Run 1, placed cells, one colour a class:
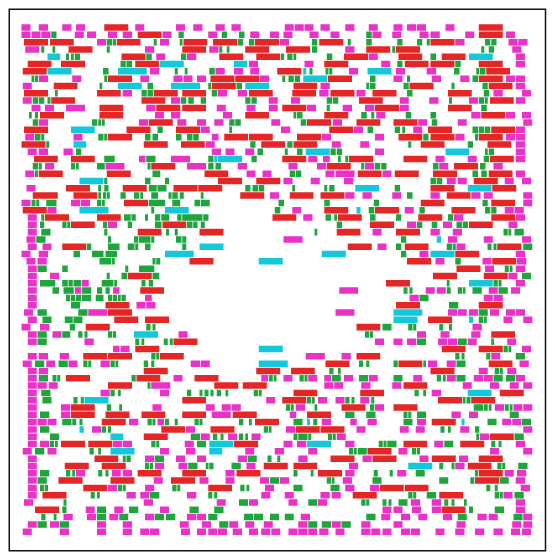
Run 1, wiring heat map:
The bar under the picture is 50 um long. 20 x 20 tiles, from dark blue (low) to red (high), scaled to the fullest tile. Values are wire area over tile area, all layers added.
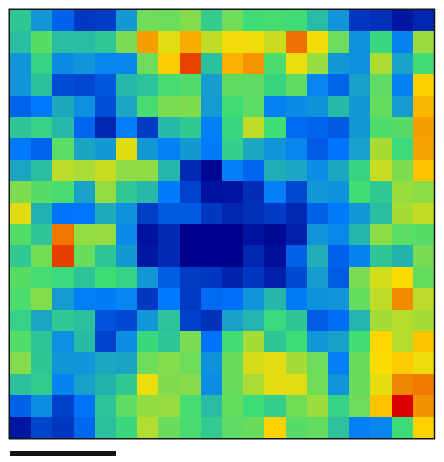
Run 1, track usage over the die:
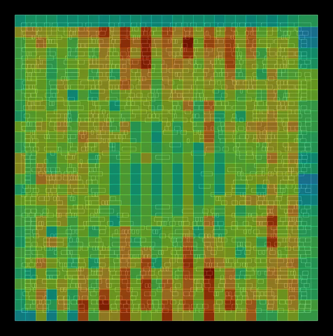
[src/rtl/mem_bus_arbiter_if.sv]
// Interface for mem_bus_arbiter: two requester ports (cpu_*, dma_*) and the
// shared memory bus (mem_*, chip selects, bus_error, grant_dma).
//   slave  : the arbiter's view (serves cpu/dma requests, drives the memory bus)
//   master : the environment's view (requesters and memory devices)
interface mem_bus_arbiter_if;
  localparam int unsigned ADDR_W = 32;
  localparam int unsigned DATA_W = 64;
  localparam int unsigned SIZE_W = 2;

  // CPU requester
  logic              cpu_req;
  logic              cpu_we;
  logic [ADDR_W-1:0] cpu_addr;
  logic [DATA_W-1:0] cpu_wdata;
  logic [SIZE_W-1:0] cpu_size;
  logic              cpu_ack;
  logic [DATA_W-1:0] cpu_rdata;

  // DMA requester
  logic              dma_req;
  logic              dma_we;
  logic [ADDR_W-1:0] dma_addr;
  logic [DATA_W-1:0] dma_wdata;
  logic [SIZE_W-1:0] dma_size;
  logic              dma_ack;
  logic [DATA_W-1:0] dma_rdata;

  // Shared memory bus
  logic [ADDR_W-1:0] mem_address;
  logic [DATA_W-1:0] mem_wdata;
  logic [DATA_W-1:0] mem_rdata;
  logic              mem_write_en;
  logic [SIZE_W-1:0] mem_size;
  logic              ram_select;
  logic              rom_select;
  logic              perif_select;
  logic              unused_select;
  logic              bus_error;
  logic              grant_dma;

  modport slave (
    input  cpu_req, cpu_we, cpu_addr, cpu_wdata, cpu_size,
    output cpu_ack, cpu_rdata,
    input  dma_req, dma_we, dma_addr, dma_wdata, dma_size,
    output dma_ack, dma_rdata,
    output mem_address, mem_wdata, mem_write_en, mem_size,
    output ram_select, rom_select, perif_select, unused_select,
    output bus_error, grant_dma,
    input  mem_rdata
  );

  modport master (
    output cpu_req, cpu_we, cpu_addr, cpu_wdata, cpu_size,
    input  cpu_ack, cpu_rdata,
    output dma_req, dma_we, dma_addr, dma_wdata, dma_size,
    input  dma_ack, dma_rdata,
    input  mem_address, mem_wdata, mem_write_en, mem_size,
    input  ram_select, rom_select, perif_select, unused_select,
    input  bus_error, grant_dma,
    output mem_rdata
  );
endinterface

[src/rtl/mem_bus_arbiter.sv]
// mem_bus_arbiter: shares one memory bus between the CPU control unit and a
// DMA port. Round-robin arbitration (CPU wins the first tie after reset),
// address-region decode with per-region wait states, registered chip selects,
// registered read data and a one-cycle ack per transfer.
// Ports:
//   clock  - rising-edge clock
//   reset  - asynchronous, active-low reset
//   bus    - mem_bus_arbiter_if.slave: cpu_*/dma_* request ports and the
//            shared mem_* bus, chip selects, bus_error, grant_dma
module mem_bus_arbiter #(
  parameter int unsigned ROM_WAIT   = 0,
  parameter int unsigned RAM_WAIT   = 1,
  parameter int unsigned PERIF_WAIT = 2
) (
  input  logic               clock,
  input  logic               reset,
  mem_bus_arbiter_if.slave   bus
);

  localparam int unsigned ADDR_W = 32;
  localparam int unsigned DATA_W = 64;
  localparam int unsigned SIZE_W = 2;
  localparam int unsigned CNT_W  = 8;
  localparam int unsigned SEL_W  = 4;

  typedef enum logic [1:0] {S_IDLE, S_ACCESS, S_RESP} state_t;
  // Enum value doubles as the bit index into the one-hot select vector.
  typedef enum logic [1:0] {R_ROM, R_RAM, R_PERIF, R_UNUSED} region_t;

  function automatic region_t decode_region(input logic [ADDR_W-1:0] a);
    case (a[31:28])
      4'h0:    return R_ROM;
      4'h1:    return R_RAM;
      4'h2:    return R_PERIF;
      default: return R_UNUSED;
    endcase
  endfunction

  function automatic logic [CNT_W-1:0] region_wait(input region_t r);
    case (r)
      R_ROM:   return CNT_W'(ROM_WAIT);
      R_RAM:   return CNT_W'(RAM_WAIT);
      R_PERIF: return CNT_W'(PERIF_WAIT);
      default: return '0;
    endcase
  endfunction

  state_t              state_q, state_d;
  region_t             region_q, region_d;
  logic                grant_q, grant_d;          // 1 = DMA
  logic                last_grant_q, last_grant_d; // 1 = DMA
  logic [ADDR_W-1:0]   addr_q, addr_d;
  logic [DATA_W-1:0]   wdata_q, wdata_d;
  logic                we_q, we_d;
  logic [SIZE_W-1:0]   size_q, size_d;
  logic [CNT_W-1:0]    cnt_q, cnt_d;
  logic [SEL_W-1:0]    sel_q, sel_d;              // {unused, perif, ram, rom}
  logic                wen_q, wen_d;
  logic                cpu_ack_q, cpu_ack_d;
  logic                dma_ack_q, dma_ack_d;
  logic [DATA_W-1:0]   cpu_rdata_q, cpu_rdata_d;
  logic [DATA_W-1:0]   dma_rdata_q, dma_rdata_d;
  logic                bus_error_q, bus_error_d;

  // Requester selection and its payload, as seen in IDLE
  logic                pick_dma;
  logic [ADDR_W-1:0]   req_addr;
  logic [DATA_W-1:0]   req_wdata;
  logic                req_we;
  logic [SIZE_W-1:0]   req_size;
  region_t             req_region;
  logic [DATA_W-1:0]   rd_value;

  // Round-robin: a tie goes to the master that was not served last.
  always_comb begin
    pick_dma   = bus.dma_req && (!bus.cpu_req || !last_grant_q);
    req_addr   = pick_dma ? bus.dma_addr  : bus.cpu_addr;
    req_wdata  = pick_dma ? bus.dma_wdata : bus.cpu_wdata;
    req_we     = pick_dma ? bus.dma_we    : bus.cpu_we;
    req_size   = pick_dma ? bus.dma_size  : bus.cpu_size;
    req_region = decode_region(req_addr);
    rd_value   = we_q ? '0 : bus.mem_rdata;
  end

  // Next-state and registered-output logic
  always_comb begin
    state_d      = state_q;
    region_d     = region_q;
    grant_d      = grant_q;
    last_grant_d = last_grant_q;
    addr_d       = addr_q;
    wdata_d      = wdata_q;
    we_d         = we_q;
    size_d       = size_q;
    cnt_d        = cnt_q;
    sel_d        = sel_q;
    wen_d        = wen_q;
    cpu_ack_d    = 1'b0;
    dma_ack_d    = 1'b0;
    cpu_rdata_d  = '0;
    dma_rdata_d  = '0;
    bus_error_d  = 1'b0;

    case (state_q)
      S_IDLE: begin
        if (bus.cpu_req || bus.dma_req) begin
          grant_d  = pick_dma;
          addr_d   = req_addr;
          wdata_d  = req_wdata;
          we_d     = req_we;
          size_d   = req_size;
          region_d = req_region;
          cnt_d    = region_wait(req_region);
          sel_d    = SEL_W'(1) << req_region;
          // Writes to ROM or unmapped space never reach the bus.
          wen_d    = req_we && (req_region == R_RAM || req_region == R_PERIF);
          state_d  = S_ACCESS;
        end
      end
      S_ACCESS: begin
        if (cnt_q == '0) begin
          sel_d       = '0;
          wen_d       = 1'b0;
          bus_error_d = (region_q == R_UNUSED) || (region_q == R_ROM && we_q);
          if (grant_q) begin
            dma_ack_d   = 1'b1;
            dma_rdata_d = rd_value;
          end else begin
            cpu_ack_d   = 1'b1;
            cpu_rdata_d = rd_value;
          end
          state_d = S_RESP;
        end else begin
          cnt_d = cnt_q - CNT_W'(1);
        end
      end
      S_RESP: begin
        last_grant_d = grant_q;
        state_d      = S_IDLE;
      end
      default: state_d = S_IDLE;
    endcase
  end

  // State and output registers
  always_ff @(posedge clock or negedge reset) begin
    if (!reset) begin
      state_q      <= S_IDLE;
      region_q     <= R_ROM;
      grant_q      <= 1'b0;
      last_grant_q <= 1'b1;
      addr_q       <= '0;
      wdata_q      <= '0;
      we_q         <= 1'b0;
      size_q       <= '0;
      cnt_q        <= '0;
      sel_q        <= '0;
      wen_q        <= 1'b0;
      cpu_ack_q    <= 1'b0;
      dma_ack_q    <= 1'b0;
      cpu_rdata_q  <= '0;
      dma_rdata_q  <= '0;
      bus_error_q  <= 1'b0;
    end else begin
      state_q      <= state_d;
      region_q     <= region_d;
      grant_q      <= grant_d;
      last_grant_q <= last_grant_d;
      addr_q       <= addr_d;
      wdata_q      <= wdata_d;
      we_q         <= we_d;
      size_q       <= size_d;
      cnt_q        <= cnt_d;
      sel_q        <= sel_d;
      wen_q        <= wen_d;
      cpu_ack_q    <= cpu_ack_d;
      dma_ack_q    <= dma_ack_d;
      cpu_rdata_q  <= cpu_rdata_d;
      dma_rdata_q  <= dma_rdata_d;
      bus_error_q  <= bus_error_d;
    end
  end

  assign bus.mem_address   = addr_q;
  assign bus.mem_wdata     = wdata_q;
  assign bus.mem_size      = size_q;
  assign bus.mem_write_en  = wen_q;
  assign bus.rom_select    = sel_q[0];
  assign bus.ram_select    = sel_q[1];
  assign bus.perif_select  = sel_q[2];
  assign bus.unused_select = sel_q[3];
  assign bus.cpu_ack       = cpu_ack_q;
  assign bus.cpu_rdata     = cpu_rdata_q;
  assign bus.dma_ack       = dma_ack_q;
  assign bus.dma_rdata     = dma_rdata_q;
  assign bus.bus_error     = bus_error_q;
  assign bus.grant_dma     = grant_q;

endmodule

[src/flat_wrapper.sv]
// flat-port wrapper written by rule: the top's interface ports become plain ports
module mem_bus_arbiter_flat 
#(
  parameter int unsigned ROM_WAIT   = 0,
  parameter int unsigned RAM_WAIT   = 1,
  parameter int unsigned PERIF_WAIT = 2
)
  (clock, reset, bus_cpu_req, bus_cpu_we, bus_cpu_addr, bus_cpu_wdata, bus_cpu_size, bus_cpu_ack, bus_cpu_rdata, bus_dma_req, bus_dma_we, bus_dma_addr, bus_dma_wdata, bus_dma_size, bus_dma_ack, bus_dma_rdata, bus_mem_address, bus_mem_wdata, bus_mem_write_en, bus_mem_size, bus_ram_select, bus_rom_select, bus_perif_select, bus_unused_select, bus_bus_error, bus_grant_dma, bus_mem_rdata);
  mem_bus_arbiter_if bus_i ();
  input  logic clock;
  input  logic reset;
  input wire logic [$bits(bus_i.cpu_req)-1:0] bus_cpu_req;
  input wire logic [$bits(bus_i.cpu_we)-1:0] bus_cpu_we;
  input wire logic [$bits(bus_i.cpu_addr)-1:0] bus_cpu_addr;
  input wire logic [$bits(bus_i.cpu_wdata)-1:0] bus_cpu_wdata;
  input wire logic [$bits(bus_i.cpu_size)-1:0] bus_cpu_size;
  output wire logic [$bits(bus_i.cpu_ack)-1:0] bus_cpu_ack;
  output wire logic [$bits(bus_i.cpu_rdata)-1:0] bus_cpu_rdata;
  input wire logic [$bits(bus_i.dma_req)-1:0] bus_dma_req;
  input wire logic [$bits(bus_i.dma_we)-1:0] bus_dma_we;
  input wire logic [$bits(bus_i.dma_addr)-1:0] bus_dma_addr;
  input wire logic [$bits(bus_i.dma_wdata)-1:0] bus_dma_wdata;
  input wire logic [$bits(bus_i.dma_size)-1:0] bus_dma_size;
  output wire logic [$bits(bus_i.dma_ack)-1:0] bus_dma_ack;
  output wire logic [$bits(bus_i.dma_rdata)-1:0] bus_dma_rdata;
  output wire logic [$bits(bus_i.mem_address)-1:0] bus_mem_address;
  output wire logic [$bits(bus_i.mem_wdata)-1:0] bus_mem_wdata;
  output wire logic [$bits(bus_i.mem_write_en)-1:0] bus_mem_write_en;
  output wire logic [$bits(bus_i.mem_size)-1:0] bus_mem_size;
  output wire logic [$bits(bus_i.ram_select)-1:0] bus_ram_select;
  output wire logic [$bits(bus_i.rom_select)-1:0] bus_rom_select;
  output wire logic [$bits(bus_i.perif_select)-1:0] bus_perif_select;
  output wire logic [$bits(bus_i.unused_select)-1:0] bus_unused_select;
  output wire logic [$bits(bus_i.bus_error)-1:0] bus_bus_error;
  output wire logic [$bits(bus_i.grant_dma)-1:0] bus_grant_dma;
  input wire logic [$bits(bus_i.mem_rdata)-1:0] bus_mem_rdata;
  assign bus_i.cpu_req = bus_cpu_req;
  assign bus_i.cpu_we = bus_cpu_we;
  assign bus_i.cpu_addr = bus_cpu_addr;
  assign bus_i.cpu_wdata = bus_cpu_wdata;
  assign bus_i.cpu_size = bus_cpu_size;
  assign bus_cpu_ack = bus_i.cpu_ack;
  assign bus_cpu_rdata = bus_i.cpu_rdata;
  assign bus_i.dma_req = bus_dma_req;
  assign bus_i.dma_we = bus_dma_we;
  assign bus_i.dma_addr = bus_dma_addr;
  assign bus_i.dma_wdata = bus_dma_wdata;
  assign bus_i.dma_size = bus_dma_size;
  assign bus_dma_ack = bus_i.dma_ack;
  assign bus_dma_rdata = bus_i.dma_rdata;
  assign bus_mem_address = bus_i.mem_address;
  assign bus_mem_wdata = bus_i.mem_wdata;
  assign bus_mem_write_en = bus_i.mem_write_en;
  assign bus_mem_size = bus_i.mem_size;
  assign bus_ram_select = bus_i.ram_select;
  assign bus_rom_select = bus_i.rom_select;
  assign bus_perif_select = bus_i.perif_select;
  assign bus_unused_select = bus_i.unused_select;
  assign bus_bus_error = bus_i.bus_error;
  assign bus_grant_dma = bus_i.grant_dma;
  assign bus_i.mem_rdata = bus_mem_rdata;
  mem_bus_arbiter #(.ROM_WAIT(ROM_WAIT), .RAM_WAIT(RAM_WAIT), .PERIF_WAIT(PERIF_WAIT)) u_core (.clock(clock), .reset(reset), .bus(bus_i));
endmodule
[config.mk]
export PLATFORM = sky130hd
export DESIGN_NAME = mem_bus_arbiter_flat
export DESIGN_NICKNAME = d
export VERILOG_FILES = /design/src/rtl/mem_bus_arbiter_if.sv /design/src/rtl/mem_bus_arbiter.sv /design/src/flat_wrapper.sv
export SDC_FILE = /design/constraint.sdc
export NUM_CORES = 1
export LEC_CHECK = 0
export CELL_PAD_IN_SITES_DETAIL_PLACEMENT = 0
export CELL_PAD_IN_SITES_GLOBAL_PLACEMENT = 1
export CORE_AREA = 4 4 195 197
export CTS_CLUSTER_SIZE = 12
export DETAILED_ROUTE_END_ITERATION = 8
export DIE_AREA = 0 0 199 201
export PLACE_DENSITY_LB_ADDON = 0.12
export SYNTH_ARGS = -nofsm -noshare
export SYNTH_HDL_FRONTEND = slang
export SYNTH_SLANG_ARGS = --single-unit
[constraint.sdc]
create_clock -name clock -period 2.51 [get_ports clock]
set_input_delay 0.251 -clock clock [delete_from_list [all_inputs] [get_ports clock]]
set_output_delay 0.251 -clock clock [all_outputs]
set_load 0.02 [all_outputs]
==> results.txt, run 1 <==
Flow results.

- The flow ran to the end, and the final reports show no timing, DRC or antenna violations.
- The path length in cells of the critical path is 8.
- At the worst endpoint, the required time is 2970 ps.
- The script logs the ratio of routed vias to standard cells as 4.28.
- Max-slew check failures listed in the final report amount to 0.
- Counting I/O delays and the setup requirement, the final critical path takes 2160 ps.
- The buffer type at the clock tree root is clkbuf_16.
- The total number of nets in the final design is 1668.
- The synthesis warning total is 0.
- The transition time recorded at the tightest slew-check pin is 585 ps.
- The reg-to-reg endpoint is u_core.bus.dma_rdata[41].
- The worst-path maximum fanout is 31.
- The mean instance size in the synthesized netlist is 11.3 sq um.
- In this run, the number of DRC markers left after iteration 0 of detailed routing was 262.
- The launch instance of the worst register-to-register path is u_core.cnt_q[0].
- The startpoint class of the critical path is a register.
- The number of failing setup endpoints in the final timing report is 0.
- The initial antenna violation count is 2.
- The highest clock rate this design can be run at is 0.462 GHz.
- At the floorplan stage, the core utilization is reported as 28.0%.
- Cells with a size suffix above 1 make up 10.6% of the layout.
- The clock-pin transition on the worst setup and hold timing paths is 60 ps.
- The chip area is 0.0400 sq mm.
- Once the clock tree was built, the setup fixing pass inserted 0 buffers.
- The number of gates resized after CTS was 0.
- The library cell contributing the largest single delay on the critical path is nor3b_1.
- The cell area that synthesis handed to floorplanning was 0.0101 sq mm.
- The family of cells with the greatest summed delay on the critical path is simple AND/OR/NAND/NOR gates.
- The endpoint kind of the worst setup timing path is a register.
- The number of buffer and inverter stages on the critical path is 3.
- The total cell area reported by yosys after synthesis is 0.0101 sq mm.
- The critical path launch point is u_core.cnt_q[0].
- The synthesized netlist handed to floorplanning was reported with a cell count of 896.
- The horizontal die dimension is 199 um.
- The number of global-route vias before repair is 8543.
- The yosys cell count is 896.
- The placement summary gives the final routability congestion estimate as 0.792.
- The count of fill cells added during filler insertion is 3448.
- Before antenna repair, the detailed router went through 4 iterations.
- The worst setup path category is register to register.
- The CTS log lists the clock sinks for this run as 249.
- At the worst endpoint, the arrival time is 2620 ps.
- The residual antenna-violating net count after detailed routing is 0.
- The share of synthesized area occupied by flip-flops and latches is 61.4%.
- The maximum clock skew at final layout is 7.31 ps.
- The static leakage is 7.51 nW.
- The path class of the lowest-slack min-delay path is primary input to asynchronous set/reset pin.
- For this run, the slowest stage of the critical path takes 430 ps.
- The core region area is 0.0363 sq mm.
- The half-perimeter wire length of the detailed placement result is 27.6 mm.
- Global routing finished with a remaining overflow of 0.
- Counting flops and latches in the post-synthesis netlist gives 249.
- The report lists the number of standard-cell rows as 70.
- Setup repair after global routing left no endpoint under its margin.
- The clock passes through at most 3 buffers.
- The timing endpoint of the critical path is u_core.bus.dma_rdata[41].
- After detailed routing, the number of remaining DRC violations is 0.
- In the layout the commonest cells are clkdlybuf4s50_1, dfrtp_1, nand2_1, o21ai_0, mux2i_1.
- TritonCTS built the clock tree.
- The final hold violation count recorded for this run is 0.
- The pin count of the biggest net entering global routing is 68.
- The dominant logic cell type in the layout is clkdlybuf4s50_1.
- The I/O pin total is 501.
- Counting distinct cell types in the post-synthesis netlist gives 40.
- Checking max transition, the worst relative margin is 60.8%.
- Between the synthesized netlist and the finished layout, the area growth was recorded as 65.4%.
- The setup slack of the most critical reg-to-reg path is 350 ps.
- The final layout reports a setup TNS of 0 ps.
- The count of input and output buffers is 500.
- The maximum vdd drop is 0.518 mV.
- The wire length of the first global-routing pass is 53.6 mm.
- Summing all placed instances gives a cell area of 0.0158 sq mm.
- The number of H-tree levels is 1.
- The die height is 201 um.
- At the later pin of the worst-skew pair, clock insertion delay measures 530 ps.
- The number of buffers created by CTS is 29.
- The cell taking the most area after synthesis is dfrtp_1.
- Logic depth along the worst register-to-register path is recorded as 8.
- In the post-synthesis netlist, the biggest area contributors are dfrtp_1, mux2i_1, o21ai_0.
- The critical path goes through inv_1 > ha_1 > nor3b_1 > nand3_4 > inv_2 > nand2_4 > buf_12 > nor2_2.
- Synthesis produced a netlist with a net count of 1168.
- The final design instance area without fill is 0.0168 sq mm.
- The proportion of netlist area held by the largest area contributor is 61.2%.
- Of the available clock period, the critical path in the final layout requires 86.2%.
- OpenROAD emitted warnings numbering 30.
- The report counts max-capacitance violations totalling 0.
- The areal power density over the cells is 918 mW/mm^2.
Notes on 'placed cells, one colour a class' above:
registers -> red  # cells 249
remaining buffers and delay cells -> magenta  # cells 526
clock drivers and dummy loads -> cyan  # cells 48
remaining logic cells -> green  # cells 590

Notes on 'wiring heat map' above:
mean over tiles = 0.15
fullest tile = 0.35
emptiest ninth of the die = middle
nearly empty tiles = 2.0%
tiles over half the peak = 38%
total vias in the final route: 8068
drt total wl: 36.3 mm
final routed wire length divided by cell count: 19.3 um
total global-route track usage: 17.4%

Notes on 'track usage over the die' above:
fraction of the core area covered by cells at the end of the flow: 46.3%
GRT met1 Usage: 19.7%

-- run 1: flip-flops by register name (all words and copies together) (netlist names), 2 cells and up --
register                flops
u_core.bus.cpu_rdata       64
u_core.bus.dma_rdata       64
u_core.bus.mem_address     32
u_core.bus.mem_size         2
u_core.bus.mem_wdata       64
u_core.cnt_q                8
u_core.region_q             2
u_core.sel_q                4
u_core.state_q              2
-- run 1: logic make-up after synthesis --
group                    after synthesis  synth area share [%]
flip-flops                           249                  61.4
multiplexers                         104                  10.3
XOR/XNOR                               1                0.0863
AND-OR/OR-AND                        129                  6.72
buffers and inverters                 66                  3.81
adder cells (fa/ha/maj)                6                 0.740
AND/OR/NAND/NOR                      341                  16.9
-- run 1: metal layers --
metal / GRT usage, % / part of all wire, %
met1: 19.7 / 38
met3: 5.10 / 7.9
met5: 0 / 0
met2: 31.8 / 51
met4: 4.18 / 2.5
-- run 1: what timing repair did --
action	4_1_cts	5_1_grt
setup endpoints to repair	0	0
hold buffers	1	0
endpoints found under the hold margin	60	0
-- run 1: worst reg2reg max path: stages (launching register included) --
cell and delay (ps):
dfrtp_1 390, inv_1 100, ha_1 230, nor3b_1 430
nand3_4 190, inv_2 140, nand2_4 190, buf_12 270
nor2_2 160
-- run 1: cells in the mapped netlist --
master / instances
a21boi_0: 1
a2111oi_0: 2
dfstp_2: 1
buf_4: 9
a211o_1: 1
inv_1: 7
o21a_1: 1
nand2_1: 111
a211oi_1: 2
o31ai_1: 1
o21ai_1: 2
nand3_4: 1
a21oi_1: 9
nand4b_1: 2
xnor2_1: 1
o21ai_0: 106
buf_6: 12
mux2i_1: 102
nor4_1: 3
dfrtp_1: 248
nor2_1: 66
nor3b_1: 1
mux2_2: 2
clkbuf_1: 24
inv_2: 2
or3_1: 5
nor4bb_1: 1
ha_1: 6
a21bo_2: 1
nor4_4: 1
nor4b_1: 1
a22oi_1: 1
buf_2: 12
nand3_1: 4
o31a_1: 1
nand2b_1: 68
nor2_2: 69
nor3_1: 4
a31oi_1: 1
nor2b_1: 4
-- run 1: layout make-up --
type	count	area, sq um	share of cell area (%)
inverter	9	33.8	0.201
timing repair buffer	526	5360	31.9
clock inverter	10	200	1.19
sequential	249	6230	37.1
clock buffer	38	810	4.82
antenna	3	7.51	0.0447
tap	468	586	3.49
multi-input combinational	581	3560	21.2
-- run 1: stage by stage --
stage	total power, W	std cells	setup slack [ps]	hold slack, ps	utilization [%]
after floorplan	0.00820	896	586	-44.6	-
after global placement	0.0111	1832	157	264	43.5
after CTS	0.0157	1881	321	252	46.3
after global routing	0.0163	1882	215	263	46.3
final	0.0154	1884	347	285	46.3
after detailed placement	0.0111	1832	120	266	43.5
-- run 1: where the power goes --
part | internal (W) | switching [W]
sequential | 0.00490 | 0.000519
clock | 0.00285 | 0.00164
combinational | 0.00255 | 0.00295
total | 0.0103 | 0.00510
Run 1, metal layers overlaid:
The bar under the picture is 50 um long.
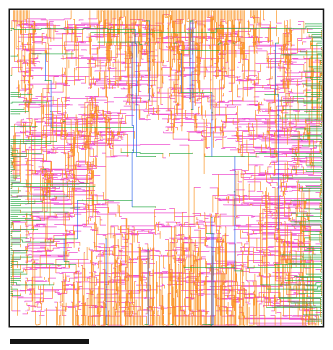

==> inputs of run 2 (changes only) <==
- MAX_ROUTING_LAYER: unset -> met4
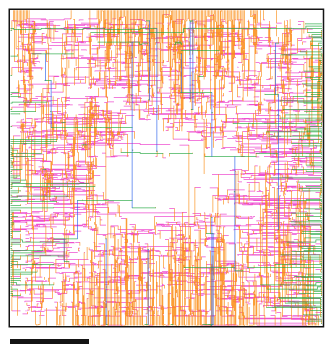
Run 2: metal layers overlaid
The bar under the picture is 50 um long.
M2 -> orange  # wire length 18700 um
M3 -> green  # wire length 2960 um
M4 -> blue  # wire length 910 um
M1 -> magenta  # wire length 13800 um

==> run 2 against run 1 <==
Compared with the run above: cell count did not move; largest cell class unchanged; critical path depth did not move; sequential power barely moved; largest power group unchanged.
==> results.txt, run 2 <==
Flow results.

- The max capacitance violation total is 0 (unchanged).
- The share of synthesized area occupied by flip-flops and latches came to 61.4% (unchanged).
- The total congestion overflow after global routing is 0 (unchanged).
- For reference, the top cells by count after synthesis are dfrtp_1, nand2_1, o21ai_0.
- The dominant logic cell type in the layout is clkdlybuf4s50_1.
- The run finished with clean final reports.
- The remaining routing DRC violations is 0 (unchanged).
- The critical path launch point is u_core.cnt_q[0].
- The number of failing setup endpoints in the final timing report came to 0 (unchanged).
- The synthesis warning total was 0 (unchanged).
- The number of instances in the synthesized netlist came to 896 (unchanged).
- The number of unique standard cell types used by synthesis is 40 (unchanged).
- The total number of nets in the final design came to 1668 (unchanged).
- The average wire per cell in the routed design is 19.3 um (+0.15%).
- Looking at the global route congestion table, the highest-usage layer is met2.
- Setup repair after global routing left no endpoint under its margin.
- The endpoint arrival time on the critical path is 2630 ps (about the same).
- The chip area was 0.0400 sq mm (unchanged).
- The final setup TNS is 0 ps (unchanged).
- The clock-pin transition on the worst setup and hold timing paths is 60 ps (about the same).
- The horizontal die dimension is 199 um (unchanged).
- The worst-path maximum fanout is 31 (unchanged).
- The detailed-route wire length is 36.4 mm (+0.15%).
- The maximum vdd drop is 0.518 mV (about the same).
- The fraction of the core area covered by cells at the end of the flow is 46.3% (unchanged).
- The data required time of the worst path is 2970 ps (about the same).
- The clock period minus worst slack came to 2170 ps (+11.5 ps).
- The fraction of final layout cells with drive strength greater than 1 is 10.6% (unchanged).
- The worst setup path is captured at a register.
- The number of placement rows was 70 (unchanged).
- The number of hold violations in the final report came to 0 (unchanged).
- The die height is 201 um (unchanged).
- The synthesis-to-layout area growth was 65.4% (unchanged).
- The startpoint class of the critical path is a register.
- The transition time at the pin with the least slew margin is 586 ps (+1.28 ps).
- Among all flip-flop cells after synthesis, the most frequent one is dfrtp_1.
-- run 2: cell counts in the layout (fill, tap and decap cells not counted) --
No cell type changed its count.
-- run 2: final timing paths --
kind / endpoint / slack, ps / depth (start not counted)
setup reg to reg: u_core.bus.dma_rdata[55] / 340 / 8
setup / recovery: u_core.bus.dma_rdata[55] / 340 / 8
min in group clock: u_core.bus.dma_rdata[5] / 290 / 3
max in group asynchronous: u_core.last_grant_q / 1490 / 3
hold / removal: u_core.bus.cpu_rdata[10] / 290 / 2
hold reg to reg: u_core.bus.mem_address[10] / 480 / 2
-- run 2: layout make-up --
cell class	count	area, sq um
clock inverter	10	200
timing repair buffer	526	5360
tap	468	586
inverter	9	33.8
antenna	3	7.51
fill	3448	19500
multi-input combinational	581	3560
clock buffer	38	810
sequential	249	6230
-- run 2: worst max-delay path: stages (launching register included) --
cell and delay (ps):
dfrtp_1 390, inv_1 100, ha_1 230, nor3b_1 440, nand3_4 190, inv_2 140, nand2_4 190, buf_12 260
nor2_2 140
-- run 2: cell families after synthesis --
family	share of synthesized area, %
buffers and inverters	3.81
AND-OR/OR-AND	6.72
AND/OR/NAND/NOR	16.9
multiplexers	10.3
adder cells (fa/ha/maj)	0.740
XOR/XNOR	0.0863
flip-flops	61.4
-- run 2: where the power goes --
part	switching [W]	internal [W]	total, W
clock network	0.00163	0.00285	0.00448
registers	0.000522	0.00490	0.00542
logic	0.00295	0.00255	0.00550
total	0.00510	0.0103	0.0154
-- run 2: through the flow --
stage                     cells  cell area, sq um  hold slack (ps)  worst slack [ps]
final                      1884             16800              287               335
after global routing       1883             16800              263               215
after CTS                  1881             16800              252               321
after detailed placement   1832             15800              266               120
after global placement     1832             15800              264               157
after floorplan             896             10100            -44.6               586
-- run 2: per-layer routing --
metal | up-vias | routed length [um]
met5 | - | 0
met2 | 293 | 18700
met3 | 47 | 2960
met1 | 3752 | 13800
met4 | 0 | 909
li1 | 3957 | -
Power is estimated from default activity; no workload was simulated.
